[src/rtl/pxs_timing_source.sv]
// Raster timing generator: h/v counters, sync/active decode and a registered 26-bit pixel stream.
// Stream layout (MSB..LSB): HS[25] VS[24] Active[23] XC[22:13] YC[12:3] RGB[2:0]. Define PXS_TESTPATTERN_EN for colour bars.
module pxs_timing_source #(
    parameter int H_VISIBLE = 640,
    parameter int H_FP      = 16,
    parameter int H_SYNC    = 96,
    parameter int H_BP      = 48,
    parameter int V_VISIBLE = 480,
    parameter int V_FP      = 10,
    parameter int V_SYNC    = 2,
    parameter int V_BP      = 33,
    parameter int SYNC_POL  = 0
) (
    input  logic        px_clk,
    input  logic        reset_n,
    input  logic        en,
    input  logic [2:0]  rgb_i,
    output logic [25:0] RGBStr_o,
    output logic        frame_start,
    output logic [7:0]  frame_cnt
);

    localparam int HT = H_VISIBLE + H_FP + H_SYNC + H_BP;
    localparam int VT = V_VISIBLE + V_FP + V_SYNC + V_BP;

    localparam logic [9:0] H_LAST     = 10'(HT - 1);
    localparam logic [9:0] H_ACT_END  = 10'(H_VISIBLE);
    localparam logic [9:0] H_SYNC_BEG = 10'(H_VISIBLE + H_FP);
    localparam logic [9:0] H_SYNC_END = 10'(H_VISIBLE + H_FP + H_SYNC);
    localparam logic [9:0] V_LAST     = 10'(VT - 1);
    localparam logic [9:0] V_ACT_END  = 10'(V_VISIBLE);
    localparam logic [9:0] V_SYNC_BEG = 10'(V_VISIBLE + V_FP);
    localparam logic [9:0] V_SYNC_END = 10'(V_VISIBLE + V_FP + V_SYNC);
    localparam logic       SYNC_ON    = (SYNC_POL != 0);

    logic [9:0] hcnt;
    logic [9:0] vcnt;
    logic       h_last;
    logic       v_last;
    logic       active;
    logic       hs;
    logic       vs;
    logic [2:0] pix_rgb;

    always_comb begin
        h_last  = (hcnt == H_LAST);
        v_last  = (vcnt == V_LAST);
        active  = (hcnt < H_ACT_END) && (vcnt < V_ACT_END);
        hs      = ((hcnt >= H_SYNC_BEG) && (hcnt < H_SYNC_END)) ? SYNC_ON : ~SYNC_ON;
        vs      = ((vcnt >= V_SYNC_BEG) && (vcnt < V_SYNC_END)) ? SYNC_ON : ~SYNC_ON;
        pix_rgb = 3'b000;
`ifdef PXS_TESTPATTERN_EN
        if (active) pix_rgb = hcnt[9:7];
`else
        if (active) pix_rgb = rgb_i;
`endif
    end

`ifdef PXS_TESTPATTERN_EN
    logic unused_rgb;
    assign unused_rgb = ^rgb_i;
`endif

    // Position counters; the frame counter bumps on the edge that wraps the last pixel of the last line.
    always_ff @(posedge px_clk or negedge reset_n) begin
        if (!reset_n) begin
            hcnt      <= '0;
            vcnt      <= '0;
            frame_cnt <= '0;
        end else if (en) begin
            if (h_last) begin
                hcnt <= '0;
                if (v_last) begin
                    vcnt      <= '0;
                    frame_cnt <= frame_cnt + 8'd1;
                end else begin
                    vcnt <= vcnt + 10'd1;
                end
            end else begin
                hcnt <= hcnt + 10'd1;
            end
        end
    end

    // The stream word only loads when the counters advance, so a stall re-presents the last position
    // and the next enabled edge continues with the following one.
    always_ff @(posedge px_clk or negedge reset_n) begin
        if (!reset_n) begin
            RGBStr_o    <= {~SYNC_ON, ~SYNC_ON, 1'b0, 10'd0, 10'd0, 3'd0};
            frame_start <= 1'b0;
        end else begin
            frame_start <= en && (hcnt == '0) && (vcnt == '0);
            if (en) begin
                RGBStr_o <= {hs, vs, active, hcnt, vcnt, pix_rgb};
            end
        end
    end

endmodule
[config.mk]
export PLATFORM = sky130hd
export DESIGN_NAME = pxs_timing_source
export DESIGN_NICKNAME = d
export VERILOG_FILES = /design/src/rtl/pxs_timing_source.sv
export SDC_FILE = /design/constraint.sdc
export NUM_CORES = 1
export LEC_CHECK = 0
export CAP_MARGIN = 15
export CELL_PAD_IN_SITES_DETAIL_PLACEMENT = 1
export CELL_PAD_IN_SITES_GLOBAL_PLACEMENT = 2
export CORE_MARGIN = 5
export CORE_UTILIZATION = 40
export CTS_CLUSTER_SIZE = 12
export DETAILED_ROUTE_END_ITERATION = 10
export DONT_BUFFER_PORTS = 1
export PLACE_DENSITY_LB_ADDON = 0.25
export SLEW_MARGIN = 5
export SYNTH_ARGS = -nofsm -noshare
export SYNTH_HDL_FRONTEND = slang
export SYNTH_SLANG_ARGS = --single-unit
[constraint.sdc]
create_clock -name px_clk -period 2.3 [get_ports px_clk]
set_clock_uncertainty 0.2 [all_clocks]
set_input_delay 0.345 -clock px_clk [delete_from_list [all_inputs] [get_ports px_clk]]
set_output_delay 0.345 -clock px_clk [all_outputs]
set_load 0.01 [all_outputs]
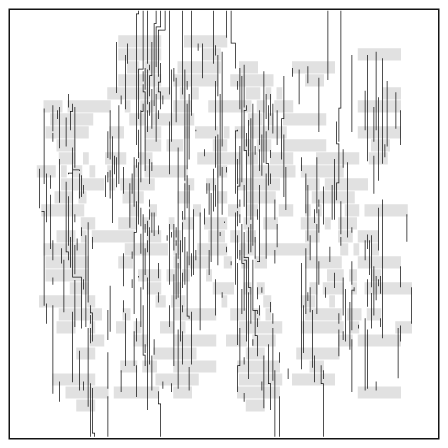
*Metal 2*
main direction: vertical
longest straight run: 29.6 um
share of all routed wire: 50%
wire length on this layer: 2880 um
via count: 1618
met2 Use GR: 26.7%
drt total wl: 5730 um

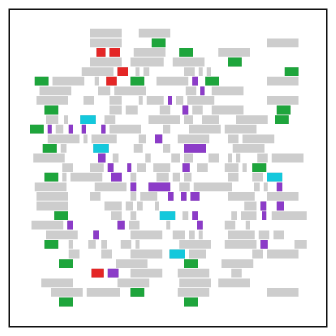
*Logic cells by family*
legend:
  green:
    family: multiplexers
    cells: 21
    where: widely spread
  cyan:
    family: adder and majority cells
    cells: 5
    where: middle
  purple:
    family: NAND gates
    cells: 31
  red:
    family: AND-OR and OR-AND gates
    cells: 5
Final Non-Filler Cells: 288
logic share of the area: 39.1%
Commonest Layout Cell: dfrtp_1

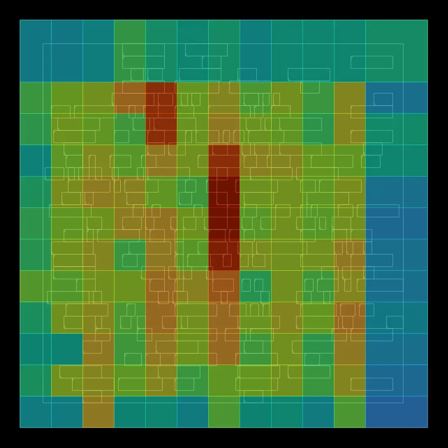
*Congestion heat map*
routed len/inst: 19.9 um
gr usage total: 15.9%

-- path summary, 6_finish.rpt --
path	depth (start not counted)	from	slack (ns)	end
min reg2reg	2	RGBStr_o[24]	0.32	RGBStr_o[24]
max in group asynchronous	2	reset_n	1.27	RGBStr_o[25]
max	5	hcnt[0]	0.31	frame_cnt[1]
min in group asynchronous	2	reset_n	0.35	frame_cnt[0]
min	2	en	0.08	RGBStr_o[24]
max reg2reg	5	hcnt[0]	0.31	frame_cnt[1]
-- metrics by stage --
step / hold slack, ns / util [%] / total power, mW / worst slack [ns] / instances
after detailed placement: -0.149 / 41.6 / 1.44 / 0.316 / 273
after CTS: 0.0767 / 44.9 / 2.12 / 0.316 / 288
after global placement: -0.149 / 41.6 / 1.42 / 0.383 / 273
after global routing: 0.0785 / 44.9 / 2.21 / 0.127 / 288
final: 0.0773 / 44.9 / 2.09 / 0.312 / 288
after floorplan: -0.151 / - / 1.38 / 0.471 / 203
-- cells by family after synthesis --
kind of cell    after synthesis  share of synthesized area (%)
flops                        55                           54.5
fa+ha+maj                     5                           2.47
compound gates               16                           4.20
simple gates                 71                           20.0
mux                          21                           9.35
buf+inv                      14                           2.23
xor+xnor                     21                           7.27
-- power by group through the flow --
stage	Clock [mW]	Sequential, mW	Combinational [mW]
CTS	0.654	1.22	0.244
floorplan	0	1.15	0.229
global placement	0	1.23	0.190
finish	0.626	1.23	0.238
detailed placement	0	1.24	0.198
global route	0.688	1.25	0.270
-- layout make-up --
| cell class | instances | area share [%] |
|---|---|---|
| sequential | 55 | 49.2 |
| multi-input combinational | 134 | 39.1 |
| timing repair buffer | 7 | 3.49 |
| tap | 77 | 3.44 |
| clock buffer | 7 | 2.73 |
| clock inverter | 1 | 1.07 |
| inverter | 7 | 0.938 |
==> impl_metrics.tcl <==
# place-and-route summary
set metrics [dict create \
    combPwrFrac_pct 11.4 \
    clock_tree.root_cell "clkbuf_8" \
    ys.flops 55 \
    die_y_um 89.5 \
    most_common_cell "dfrtp_1" \
    vdd_drop_max_mv 0.451 \
    hold_violations 0 \
    vias_per_cell 5.62 \
    p_leak_nw 1.28 \
    wirelength_met1_um 2480 \
    p_clk_share_pct 30.0 \
    final.min_clock_period_ns 1.99 \
    grtUsageMet1_pct 20.2 \
    hold_path.class "input pin to register" \
    cp.required_ns 2.30 \
    synth_area_leader_cell "dfrtp_1" \
    synth_stat.cells 203 \
    overflow 0 \
    wl_met3_um 298 \
    status "completed" \
    p_seq_share_pct 58.7 \
    clkTransAtPathRegs_ns 0.10 \
    netSwitchingFraction_pct 27.7 \
    largest_register_ffs 26 \
    post_cts_resized 0 \
    cts_max_path_buffers 2 \
    ioPinCount 41 \
    cp_slowest_cell "dfrtp_1" \
    critical_path_buf_inv_count 0 \
    cts.sinks 55 \
    grt_max_degree 56 \
    cts_tree "done" \
    drive_gt1_share_pct 20.9 \
    synthCells 203 \
    top_regs "RGBStr_o: 26 flops, hcnt: 10 flops, vcnt: 10 flops" \
    p_sw_mw 0.579 \
    cts_inserted_buffers 5 \
    grt_antenna_before_repair 0 \
    route.met2.wl_um 2880 \
    p_int_mw 1.51 \
    area_leaders "dfrtp_1, mux2_2, xnor2_1, xor2_1, nor4_4" \
    synth_area_sq_mm 0.00253 \
    antennaDiodeCount 0 \
    die_width_um 89.5 \
    avgSynthCellArea_sq_um 12.5 \
    fin_area_sq_mm 0.00280 \
    worstPathMaxFanout 8 \
    worstSetupPathType "register to register" \
    grt-busiest-layer "met2" \
    clk_latency_ns 0.31 \
    hpwl_um 3990 \
    htreeDepth 2 \
    worst_pin_slew_ns 0.525 \
    synth_seq_share_pct 54.5 \
    max_freq_ghz 0.503 \
    setup_viol 0 \
    cpPeakStageDelay_ns 0.42 \
    rsz0062_at_grt "false" \
    met3_usage_pct 4.24 \
    row_count 29 \
    seqCellArea_sq_mm 0.00138 \
    drtIter0Drc 46 \
    cap_violations 0 \
    postRouteAntennaNets 0 \
    startpoint_type "register" \
    port_buffers 0 \
    critPathArrivalTime_ns 1.99 \
    postPlaceCellArea_sq_mm 0.00260 \
    fill_cells 660 \
    relSlewSlack_pct 64.8 \
    p_per_area_mw_per_mm2 746 \
    final_cell_mix "dfrtp_1, mux2_2, nand3_1, xnor2_1" \
    remaining_drc_errors 0 \
    combGateArea_sq_mm 0.00109 \
    grt_pass1_vias 1743 \
    syn2layout_area_growth_pct 10.7 \
    die_area_sq_mm 0.00802 \
    warning_count 28 \
    end_kind "register" \
    core-area_sq_mm 0.00624 \
    dr.pass1.iters 4 \
    edf_count 0 \
    path_delay_family "simple AND/OR/NAND/NOR gates" \
    postCtsSetupBuffers 0 \
]
Power and IR drop assume default switching activity.
